$ cat src/rtl/cardinal_nic_if.sv
// CPU register-bus and router-port signals of one Cardinal mesh node NIC.
// The slave modport is the NIC's view; the master modport is the CPU/router side.
interface cardinal_nic_if #(
   parameter int DATA_W = 64
);
   logic [1:0]        addr;
   logic [DATA_W-1:0] d_in;
   logic              nicEn;
   logic              nicWrEn;
   logic [DATA_W-1:0] d_out;
   logic              net_si;
   logic              net_ri;
   logic [DATA_W-1:0] net_di;
   logic              net_so;
   logic              net_ro;
   logic [DATA_W-1:0] net_do;
   logic              net_polarity;

   modport slave (
      input  addr, d_in, nicEn, nicWrEn,
      output d_out,
      input  net_si, net_di,
      output net_ri,
      input  net_ro, net_polarity,
      output net_so, net_do
   );

   modport master (
      output addr, d_in, nicEn, nicWrEn,
      input  d_out,
      output net_si, net_di,
      input  net_ri,
      output net_ro, net_polarity,
      input  net_so, net_do
   );
endinterface

$ cat src/rtl/cardinal_nic.sv
// Network interface: input/output packet FIFOs between a cardinal_cpu data port and
// its router port, exposed as four memory-mapped registers with VC-polarity gated injection.
module cardinal_nic #(
   parameter int DATA_W = 64,
   parameter int DEPTH  = 2
) (
   input logic           clk,
   input logic           reset,
   cardinal_nic_if.slave bus
);
   localparam int PTR_W = (DEPTH > 1) ? $clog2(DEPTH) : 1;
   localparam int CNT_W = $clog2(DEPTH + 1);

   typedef enum logic [1:0] {
      REG_IN_DATA    = 2'd0,
      REG_IN_STATUS  = 2'd1,
      REG_OUT_DATA   = 2'd2,
      REG_OUT_STATUS = 2'd3
   } reg_addr_e;

   function automatic logic [PTR_W-1:0] inc_ptr(input logic [PTR_W-1:0] p);
      if (p == PTR_W'(DEPTH - 1)) return '0;
      return p + PTR_W'(1);
   endfunction

   logic [DATA_W-1:0] in_mem  [DEPTH];
   logic [DATA_W-1:0] out_mem [DEPTH];
   logic [PTR_W-1:0]  in_wr_ptr, in_rd_ptr, out_wr_ptr, out_rd_ptr;
   logic [CNT_W-1:0]  in_count, out_count;

   logic in_empty, in_full, out_empty, out_full;
   logic cpu_rd, cpu_wr;
   logic in_push, in_pop, out_push, out_pop;
   logic [DATA_W-1:0] out_head;
   logic [DATA_W-1:0] rd_data;
   reg_addr_e         reg_sel;

   assign reg_sel   = reg_addr_e'(bus.addr);
   assign in_empty  = (in_count == '0);
   assign in_full   = (in_count == CNT_W'(DEPTH));
   assign out_empty = (out_count == '0);
   assign out_full  = (out_count == CNT_W'(DEPTH));

   assign cpu_rd = bus.nicEn & ~bus.nicWrEn;
   assign cpu_wr = bus.nicEn & bus.nicWrEn;

   // Full/empty are sampled before the edge, so a full FIFO refuses a push even when
   // it is popped in the same cycle, and a pop of an empty FIFO never sees the new word.
   assign bus.net_ri = reset & ~in_full;
   assign in_push    = bus.net_si & bus.net_ri;
   assign in_pop     = cpu_rd & (reg_sel == REG_IN_DATA) & ~in_empty;
   assign out_push   = cpu_wr & (reg_sel == REG_OUT_DATA) & ~out_full;

   assign out_head   = out_empty ? '0 : out_mem[out_rd_ptr];
   assign bus.net_do = out_head;
   assign bus.net_so = ~out_empty & bus.net_ro & (out_head[0] == bus.net_polarity);
   assign out_pop    = bus.net_so;

   // NOTE: storage arrays carry no reset; the pointers and counts alone define which
   // entries are valid, so clearing the data would only cost reset fan-out.
   always_ff @(posedge clk) begin
      if (in_push)  in_mem[in_wr_ptr]   <= bus.net_di;
      if (out_push) out_mem[out_wr_ptr] <= bus.d_in;
   end

   always_ff @(posedge clk or negedge reset) begin
      if (!reset) begin
         in_wr_ptr  <= '0;
         in_rd_ptr  <= '0;
         in_count   <= '0;
         out_wr_ptr <= '0;
         out_rd_ptr <= '0;
         out_count  <= '0;
      end else begin
         if (in_push)  in_wr_ptr  <= inc_ptr(in_wr_ptr);
         if (in_pop)   in_rd_ptr  <= inc_ptr(in_rd_ptr);
         if (out_push) out_wr_ptr <= inc_ptr(out_wr_ptr);
         if (out_pop)  out_rd_ptr <= inc_ptr(out_rd_ptr);
         in_count  <= in_count + CNT_W'(in_push) - CNT_W'(in_pop);
         out_count <= out_count + CNT_W'(out_push) - CNT_W'(out_pop);
      end
   end

   // NOTE: every always_comb output gets a default first so no path can infer a latch.
   always_comb begin
      rd_data = '0;
      case (reg_sel)
         REG_IN_DATA:    rd_data = in_empty ? '0 : in_mem[in_rd_ptr];
         REG_IN_STATUS:  rd_data[DATA_W-1] = ~in_empty;
         REG_OUT_STATUS: rd_data[DATA_W-1] = out_full;
         default:        rd_data = '0;
      endcase
   end

   always_ff @(posedge clk or negedge reset) begin
      if (!reset)      bus.d_out <= '0;
      else if (cpu_rd) bus.d_out <= rd_data;
   end
endmodule

$ cat src/flat_wrapper.sv
// flat-port wrapper written by rule: the top's interface ports become plain ports
module cardinal_nic_flat 
#(
   parameter int DATA_W = 64,
   parameter int DEPTH  = 2
)
  (clk, reset, bus_addr, bus_d_in, bus_nicEn, bus_nicWrEn, bus_d_out, bus_net_si, bus_net_di, bus_net_ri, bus_net_ro, bus_net_polarity, bus_net_so, bus_net_do);
  cardinal_nic_if #(.DATA_W(DATA_W)) bus_i ();
  input logic clk;
  input logic reset;
  input wire logic [$bits(bus_i.addr)-1:0] bus_addr;
  input wire logic [$bits(bus_i.d_in)-1:0] bus_d_in;
  input wire logic [$bits(bus_i.nicEn)-1:0] bus_nicEn;
  input wire logic [$bits(bus_i.nicWrEn)-1:0] bus_nicWrEn;
  output wire logic [$bits(bus_i.d_out)-1:0] bus_d_out;
  input wire logic [$bits(bus_i.net_si)-1:0] bus_net_si;
  input wire logic [$bits(bus_i.net_di)-1:0] bus_net_di;
  output wire logic [$bits(bus_i.net_ri)-1:0] bus_net_ri;
  input wire logic [$bits(bus_i.net_ro)-1:0] bus_net_ro;
  input wire logic [$bits(bus_i.net_polarity)-1:0] bus_net_polarity;
  output wire logic [$bits(bus_i.net_so)-1:0] bus_net_so;
  output wire logic [$bits(bus_i.net_do)-1:0] bus_net_do;
  assign bus_i.addr = bus_addr;
  assign bus_i.d_in = bus_d_in;
  assign bus_i.nicEn = bus_nicEn;
  assign bus_i.nicWrEn = bus_nicWrEn;
  assign bus_d_out = bus_i.d_out;
  assign bus_i.net_si = bus_net_si;
  assign bus_i.net_di = bus_net_di;
  assign bus_net_ri = bus_i.net_ri;
  assign bus_i.net_ro = bus_net_ro;
  assign bus_i.net_polarity = bus_net_polarity;
  assign bus_net_so = bus_i.net_so;
  assign bus_net_do = bus_i.net_do;
  cardinal_nic #(.DATA_W(DATA_W), .DEPTH(DEPTH)) u_core (.clk(clk), .reset(reset), .bus(bus_i));
endmodule
$ cat config.mk
export PLATFORM = sky130hd
export DESIGN_NAME = cardinal_nic_flat
export DESIGN_NICKNAME = d
export VERILOG_FILES = /design/src/rtl/cardinal_nic_if.sv /design/src/rtl/cardinal_nic.sv /design/src/flat_wrapper.sv
export SDC_FILE = /design/constraint.sdc
export NUM_CORES = 1
export LEC_CHECK = 0
export CAP_MARGIN = 20
export CORE_MARGIN = 4
export CORE_UTILIZATION = 35
export DETAILED_ROUTE_END_ITERATION = 16
export HOLD_SLACK_MARGIN = 0.06
export SYNTH_ARGS = -nofsm -noshare
export SYNTH_HDL_FRONTEND = slang
export SYNTH_SLANG_ARGS = --single-unit
export TNS_END_PERCENT = 10
$ cat constraint.sdc
create_clock -name clk -period 5.07 [get_ports clk]
set_clock_uncertainty 0.05 [all_clocks]
set_input_delay 1.014 -clock clk [delete_from_list [all_inputs] [get_ports clk]]
set_output_delay 1.014 -clock clk [all_outputs]
set_load 0.005 [all_outputs]
**Run 1: floorplan with the power grid**

Scale bar: 50 µm. Pins as bars on the die edge.
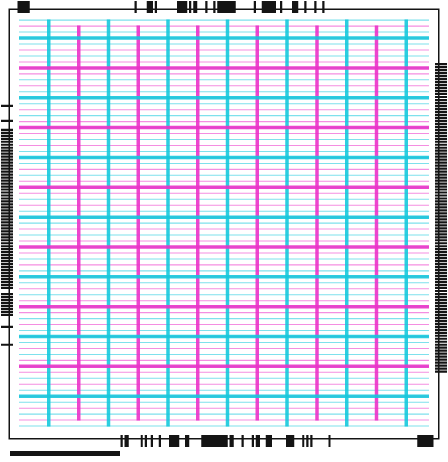
- cyan: VSS
- magenta: VDD
- met5 straps: 13
- met1 rails: 69
- rows: 68
- signal pins: 267

**Run 1: placed cells, one colour a class**

Scale bar: 50 µm.
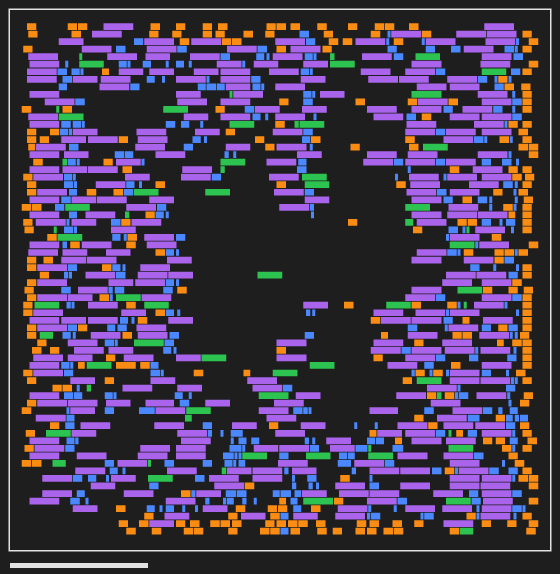
- orange: remaining buffers and delay cells (cells 278)
- green: clock drivers and dummy loads (cells 63)
- purple: sequential cells (cells 328)
- blue: combinational and other logic (cells 359)

==> run_results.csv, run 1 <==
group,metric,value,unit
hold_path,min_to,"u_core.bus.d_out[33]$_DFFE_PN0N_",
cells_and_area,antenna_cells,0,
power_and_ir_drop,p_sw_share,26.5,%
critical_path,slowest_stage,"dfrtp_4",
cells_and_area,fin_nets,1144,
power_and_ir_drop,powerSeq,3510,µW
critical_path,crit_path_end_kind,"primary output",
placed_design,place_inst,1420,
yosys,ys_top_logic_family,"multiplexers",
placed_design,gp_congestion,0.795,
run_status,outcome,"completed",
power_and_ir_drop,power,7980,µW
yosys,syn_avg_cell_area,17.0,µm²
yosys,ys_seq_share,77.5,%
clocking,cts_hold_buf,0,
sta,finalSetupViolations,0,
global_routing,antenna_found_initial,1,
cells_and_area,drive_gt1_share,12.2,%
clocking,cts_buffer_depth,3,
job,drv_cap,0,
detailed_routing,postRouteAntennaNets,0,
power_and_ir_drop,combPwrFrac,23.8,%
cells_and_area,area_growth,35.5,%
yosys,simple_gate_area_share,4.37,%
hold_path,hold_path_class,"reg -> reg",
yosys,ys_cells,722,
floorplanning,die_area,38000,µm²
detailed_routing,drt_iter0_markers,395,
detailed_routing,drt_drc_violations_left,0,
placed_design,io_buffers,266,
floorplanning,die_y,195,µm
floorplanning,fp-utilization,35.4,%
yosys,muxShareOfSynthArea,10.5,%
cells_and_area,fin_area,16600,µm²
cells_and_area,fin_cells,1483,
power_and_ir_drop,clockPowerShare,32.2,%
clocking,clock-sinks,328,
critical_path,slowest_delay,0.84,ns
clocking,htree_levels,2,
detailed_routing,num_vias,6840,
clocking,insertion_delay,0.50,ns
critical_path,rrSetupSlack,2.54,ns
power_and_ir_drop,p_sw,2110,µW
clocking,postCtsSetupBuffers,0,
yosys,netlist_instances,722,
global_routing,grt_usage,13.8,%
power_and_ir_drop,powerDensity,481,nW/µm²
global_routing,grt_overflow,0,
critical_path,endpoint,"bus_net_do[25]",
critical_path,cp-start-kind,"flop",
**Run 1: clock distribution**

Scale bar: 50 µm.
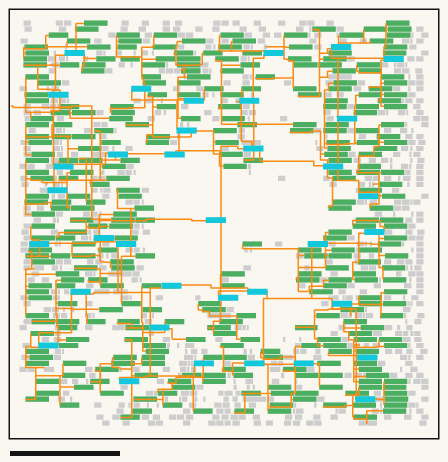
- cyan: clock drivers (count 36)
- orange: clock wires (length 3890 µm)
- green: flip-flops (count 328)
- routed clock nets: 37

## run 1: metal layers
metal	part of all wire (%)	wire [µm]	GRT usage, %	vias to the layer above
met5	0.047	13	0	-
met4	1.9	517	3.18	2
met3	9.7	2660	5.33	39
met2	47	13000	22.7	237
met1	41	11400	17.5	3343
li1	-	-	-	3219
## run 1: worst max-delay path: cells and delay by family (launching register included)
family	cells	cell delay (ns)
multiplexers	1	0.34
flip-flops	1	0.84
AND/OR/NAND/NOR	1	0.07
buffers and inverters	2	0.85
## run 1: Yosys cell counts
master    count  share of area [%]
a21oi_1       2              0.082
nand3b_1      1              0.061
dfrtp_1      72                 15
buf_2         9               0.37
and2_1        1              0.051
xnor2_1       6               0.43
xnor2_2       1               0.13
ha_1          4               0.41
buf_4         4               0.25
and3_1        1              0.051
nor2b_1       1              0.051
a22o_1        1              0.072
mux2i_1     128                 10
buf_6         6               0.55
o211ai_1      1              0.061
clkbuf_1     16               0.49
inv_1         7               0.21
o21ai_0      17               0.69
or3_1         1              0.051
nand2b_1      1              0.051
a21boi_0      1              0.061
nand4b_1      1              0.072
o21bai_1      2               0.12
o31ai_1       1              0.061
nand2_1      63                1.9
xor2_1        3               0.21
edfxtp_1    256                 63
nor2_1       67                2.1
o21ai_2      48                3.4
## run 1: cell type report
class	instances	area, µm²
inverters	7	26.3
repair buffers	278	2760
clock inverters	16	184
well taps	455	569
flip-flops and latches	328	9500
clock buffers	47	993
multi-input cells	352	2560
fillers	3005	18000
## run 1: state kept, by name, summed over array words and instances, names as in the netlist
name / cells
u_core.out_wr_ptr: 1
u_core.out_rd_ptr: 1
u_core.in_count: 2
u_core.in_mem: 128
u_core.out_count: 2
u_core.bus.d_out: 64
u_core.in_wr_ptr: 1
u_core.in_rd_ptr: 1
u_core.out_mem: 128
--- run 2 (diff from run 1) ---
- clock period: 5.07 -> 3.55 ns (I/O delays scaled with it)
**Run 2: floorplan with the power grid**

Scale bar: 50 µm. Pins as bars on the die edge.
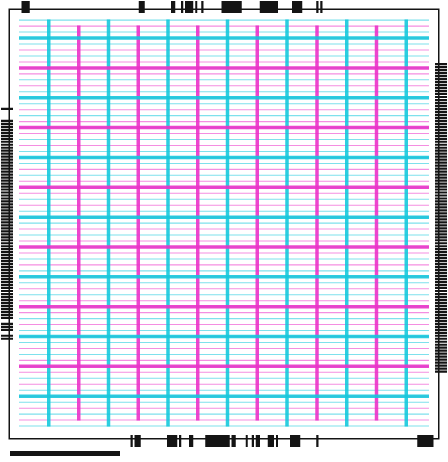
- cyan: VSS
- magenta: VDD
- met5 straps: 13
- met1 rails: 69
- signal pins: 267
- met4 straps: 13
- rows: 68

==> run 2 against run 1 <==
Cell count increased by 0.47%. Utilization increased by 0.25 points. Synthesized cell count unchanged. Critical path depth unchanged. Largest power group unchanged. Highest routed layer unchanged. Sequential cell count unchanged. Critical endpoint is now bus_net_ri.
==> run_results.csv, run 2 <==
group,metric,value,unit
yosys,top_area_cell,"edfxtp_1",
critical_path,cp_top_family,"buffers and inverters",
yosys,ys_top_logic_family,"multiplexers",
yosys,syn_area,12200,µm²
yosys,edf_count,256,
placed_design,gp_congestion,0.755,
yosys,ys_cells,722,
clocking,cts_buffer_depth,3,
yosys,yosys-top-cells-count,"edfxtp_1, mux2i_1, dfrtp_1",
cells_and_area,drive_gt1_share,12.0,%
run_status,outcome,"completed",
job,drv_cap,0,
power_and_ir_drop,powerDensity,682,nW/µm²
yosys,simple_gate_area_share,4.37,%
critical_path,crit_path_end_kind,"primary output",
clocking,clock-sinks,328,
critical_path,cp-start-kind,"primary input",
yosys,netlist.area_leader.share,62.8,%
clocking,htree_levels,2,
placed_design,place_inst,1424,
critical_path,rrSetupSlack,1.26,ns
yosys,netlist_instances,722,
yosys,syn_avg_cell_area,17.0,µm²
clocking,insertion_delay,0.49,ns
critical_path,slowest_stage,"clkdlybuf4s50_1",
detailed_routing,num_vias,6802,
placed_design,io_buffers,266,
detailed_routing,drt_drc_violations_left,0,
global_routing,antenna_found_initial,3,
floorplanning,die_area,38000,µm²
detailed_routing,drt_iter0_markers,271,
cells_and_area,fin_nets,1150,
yosys,top_cell,"edfxtp_1",
detailed_routing,postRouteAntennaNets,0,
yosys,ys.flop_type,"edfxtp_1",
global_routing,grt_overflow,0,
yosys,async_flop_share,22.0,%
critical_path,slowest_delay,0.55,ns
yosys,aoi_share,4.59,%
cells_and_area,fin_area,16700,µm²
critical_path,cp_num_buf_inv,3,
floorplanning,die_y,195,µm
cells_and_area,reg_top3,"u_core.in_mem x128, u_core.out_mem x128, u_core.bus.d_out x64",
cells_and_area,fillers,2991,
sta,finalSetupViolations,0,
yosys,topCellsByArea,"edfxtp_1, dfrtp_1, mux2i_1, o21ai_2, nor2_1",
cells_and_area,antenna_cells,0,
power_and_ir_drop,power,11400,µW
cells_and_area,area_growth,36.2,%
yosys,ys_seq_share,77.5,%
hold_path,min_to,"u_core.bus.d_out[1]$_DFFE_PN0N_",
**Run 2: routing congestion**

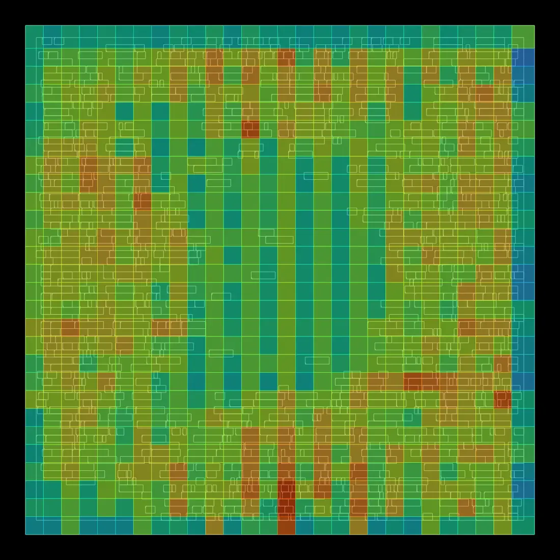
GR Util met1: 18.7%
Total Routing Usage GR: 13.5%
grt peak-use layer: met2
final core utilization: 48.3%
met2 global-route usage: 20.6%

-- run 2: cell count changes in the layout (fill, tap and decap cells not counted), sizes merged --
cell	previous run	this run
clkbuf	47	51
inv	7	8
buf	13	17
bufinv	4	3
clkinv	11	9
dlygate4sd3	0	1
-- run 2: worst max path at each step --
stage	start	to	slack, ns	depth (start not counted)
3_5_place_dp	bus_net_ro	bus_net_so	0.68	4
3_3_place_gp	bus_net_ro	bus_net_so	0.72	4
4_1_cts	reset	bus_net_ri	0.32	4
2_1_floorplan	reset	u_core.in_mem[0][0]$_DFFE_PP_	-0.53	2
6_report	reset	bus_net_ri	0.36	4
5_1_grt	reset	bus_net_ri	0.20	4
-- run 2: power breakdown --
part	switching [µW]	total, µW	leakage (µW)	internal [µW]
clock network	1400	3590	0.000558	2180
registers	374	4950	0.00329	4580
logic	1230	2830	0.00234	1600
-- run 2: logic make-up after synthesis --
group / Yosys count
AOI/OAI and AO/OA: 73
xor gates and xnor gates: 10
adders and majority gates: 4
buffers and inverters: 42
DFF: 328
muxes: 128
and+or+nand+nor: 137
-- run 2: cell type report --
class	count	area, µm²	share of cell area, %
Sequential cell	328	9500	56.9
Timing Repair Buffer	283	2880	17.3
Multi-Input combinational cell	352	2560	15.3
Clock buffer	51	998	5.99
Tap cell	455	569	3.41
Clock inverter	14	150	0.900
Inverter	7	26.3	0.158
-- run 2: layer usage --
layer	vias up	part of all wire, %	wire [µm]	track usage (%)
met5	-	0.14	38	0
met4	6	1.8	474	2.95
met3	41	9.5	2520	5.02
met2	247	44	11800	20.6
met1	3278	44	11800	18.7
li1	3230	-	-	-
-- run 2: repair_timing --
action,CTS,global route
buffers inserted,0,0
gates resized,0,0
hold endpoints to repair,11,0
hold buffers,1,0
--- run 3 (diff from run 2) ---
- CTS_CLUSTER_DIAMETER: default -> 100
**Run 3: placed cells, one colour a class**

Scale bar: 50 µm.
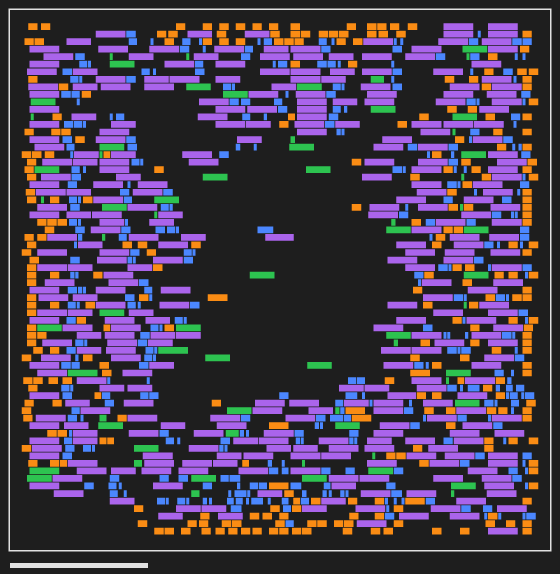
- orange: remaining buffers and delay cells (cells 283)
- green: clock drivers and dummy loads (cells 65)
- purple: sequential cells (cells 328)
- blue: combinational and other logic (cells 359)

==> run 3 against run 2 <==
Register-to-register slack barely moved. Die size unchanged. Via count unchanged. Worst hold slack did not move. Worst setup slack unchanged. First-iteration DRC count unchanged. Clock power barely moved. Clock-buffer cell count stayed put. Critical path type unchanged. Largest cell class unchanged.
==> run_results.csv, run 3 <==
group,metric,value,unit
critical_path,crit_chain,"dlygate4sd3_1 > buf_4 > a21boi_0 > clkdlybuf4s50_1",
critical_path,crit_path_end_kind,"primary output",
yosys,edf_count,256,
detailed_routing,postRouteAntennaNets,0,
floorplanning,die_area,38000,µm²
job,tool_warnings,27,
cells_and_area,lay_top_cells,"clkdlybuf4s50_1, edfxtp_1, mux2i_1",
sta,setup_ws,0.356,ns
power_and_ir_drop,power,11400,µW
yosys,syn_avg_cell_area,17.0,µm²
detailed_routing,drt_drc_violations_left,0,
floorplanning,rows,68,
cells_and_area,final_util,48.3,%
detailed_routing,drt-wirelength-per-cell,17.9,µm
clocking,cts_buffer_depth,3,
clocking,insertion_delay,0.49,ns
global_routing,grt_overflow,0,
yosys,muxShareOfSynthArea,10.5,%
placed_design,gp_congestion,0.755,
critical_path,cp_top_family,"buffers and inverters",
cells_and_area,reg_top3,"u_core.in_mem x128, u_core.out_mem x128, u_core.bus.d_out x64",
cells_and_area,antenna_cells,0,
critical_path,critical_path_required,2.79,ns
clocking,postCtsSetupBuffers,0,
detailed_routing,num_vias,6802,
floorplanning,die_y,195,µm
yosys,ys.flop_type,"edfxtp_1",
critical_path,slowest_stage,"clkdlybuf4s50_1",
yosys,async_flop_share,22.0,%
yosys,top_area_cell,"edfxtp_1",
floorplanning,fp-utilization,35.4,%
yosys,netlist_instances,722,
placed_design,place_inst,1424,
cells_and_area,drive_gt1_share,12.0,%
yosys,top_cell,"edfxtp_1",
critical_path,slowest_delay,0.55,ns
yosys,ys_cells,722,
clocking,htree_levels,2,
job,drv_cap,0,
hold_path,hold_path_class,"reg -> reg",
critical_path,crit_arrival,2.43,ns
critical_path,cp_num_buf_inv,3,
global_routing,grt_usage,13.5,%
yosys,simple_gate_area_share,4.37,%
yosys,yosys-top-cells-count,"edfxtp_1, mux2i_1, dfrtp_1",
cells_and_area,fin_area,16700,µm²
sta,maxSlewViolCount,0,
clocking,cts_tree,"built",
cells_and_area,fin_cells,1490,
cells_and_area,fin_nets,1150,
yosys,ys_top_logic_family,"multiplexers",
yosys,netlist.area_leader.share,62.8,%
yosys,syn_area,12200,µm²
critical_path,cp-start-kind,"primary input",
clocking,clkTransAtPathRegs,0.06,ns
global_routing,antenna_found_initial,3,
sta,finalSetupViolations,0,
placed_design,io_buffers,266,
power_and_ir_drop,powerDensity,682,nW/µm²
sta,period_used_share,90.0,%
cells_and_area,area_growth,36.2,%
run_status,outcome,"completed",
clocking,clock-sinks,328,
yosys,ys_seq_share,77.5,%
detailed_routing,drt_iter0_markers,271,
cells_and_area,lay_top_count,"clkdlybuf4s50_1",
sta,fmax,313,MHz
yosys,aoi_share,4.59,%
critical_path,path_max_fanout,25,
yosys,topCellsByArea,"edfxtp_1, dfrtp_1, mux2i_1, o21ai_2, nor2_1",
**Run 3: wiring by layer**

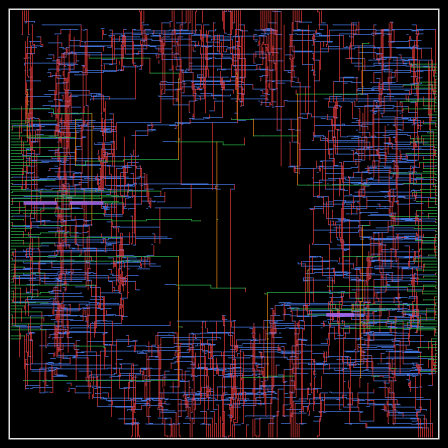
- purple: metal 5 (wire length 38.6 µm)
- green: metal 3 (wire length 2520 µm)
- red: metal 2 (wire length 11800 µm)
- orange: metal 4 (wire length 474 µm)
- blue: metal 1 (wire length 11800 µm)

run 3: cell counts after synthesis:
Identical to the previous run, type by type.
run 3: power by group:
group,switching [µW],internal [µW],leakage [µW]
Sequential,374,4580,0.00329
Combinational,1230,1600,0.00234
Clock,1400,2180,0.000558
run 3: area by class of cell:
cell class / count / area [µm²]
tap: 455 / 569
clock buffer: 51 / 998
sequential: 328 / 9500
fill: 2991 / 17900
multi-input combinational: 352 / 2560
clock inverter: 14 / 150
timing repair buffer: 283 / 2880
inverter: 7 / 26.3
run 3: what timing repair did:
action / in CTS / in global routing
hold buffers: 1 / 0
resized: 0 / 0
endpoints found under the hold margin: 11 / 0
run 3: path summary, 6_finish.rpt:
check,endpoint,depth (start not counted),slack [ns],from
setup / recovery,bus_net_ri,4,0.36,reset
hold / removal,u_core.bus.d_out[1]$_DFFE_PN0N_,2,0.43,u_core.bus.d_out[1]$_DFFE_PN0N_
setup reg to reg,u_core.out_count[1]$_DFF_PN0_,8,1.26,u_core.out_rd_ptr$_DFFE_PN0P_
hold reg to reg,u_core.bus.d_out[1]$_DFFE_PN0N_,2,0.43,u_core.bus.d_out[1]$_DFFE_PN0N_
max in group asynchronous,u_core.in_rd_ptr$_DFFE_PN0P_,3,1.74,reset
min in group asynchronous,u_core.bus.d_out[50]$_DFFE_PN0N_,2,0.63,reset
run 3: per-stage QoR:
step / hold WS [ns] / TNS [ns]
floorplan: 0.364 / -33.91
global route: 0.452 / 0
finish: 0.431 / 0
detailed placement: 0.420 / 0
global placement: 0.414 / 0
CTS: 0.432 / 0
run 3: routing by layer:
metal / track usage, % / up-vias / wire [µm]
li1: - / 3230 / -
met1: 18.7 / 3278 / 11800
met2: 20.6 / 247 / 11800
met3: 5.02 / 41 / 2520
met4: 2.95 / 6 / 474
met5: 0 / - / 38
Power is estimated from default activity; no workload was simulated.
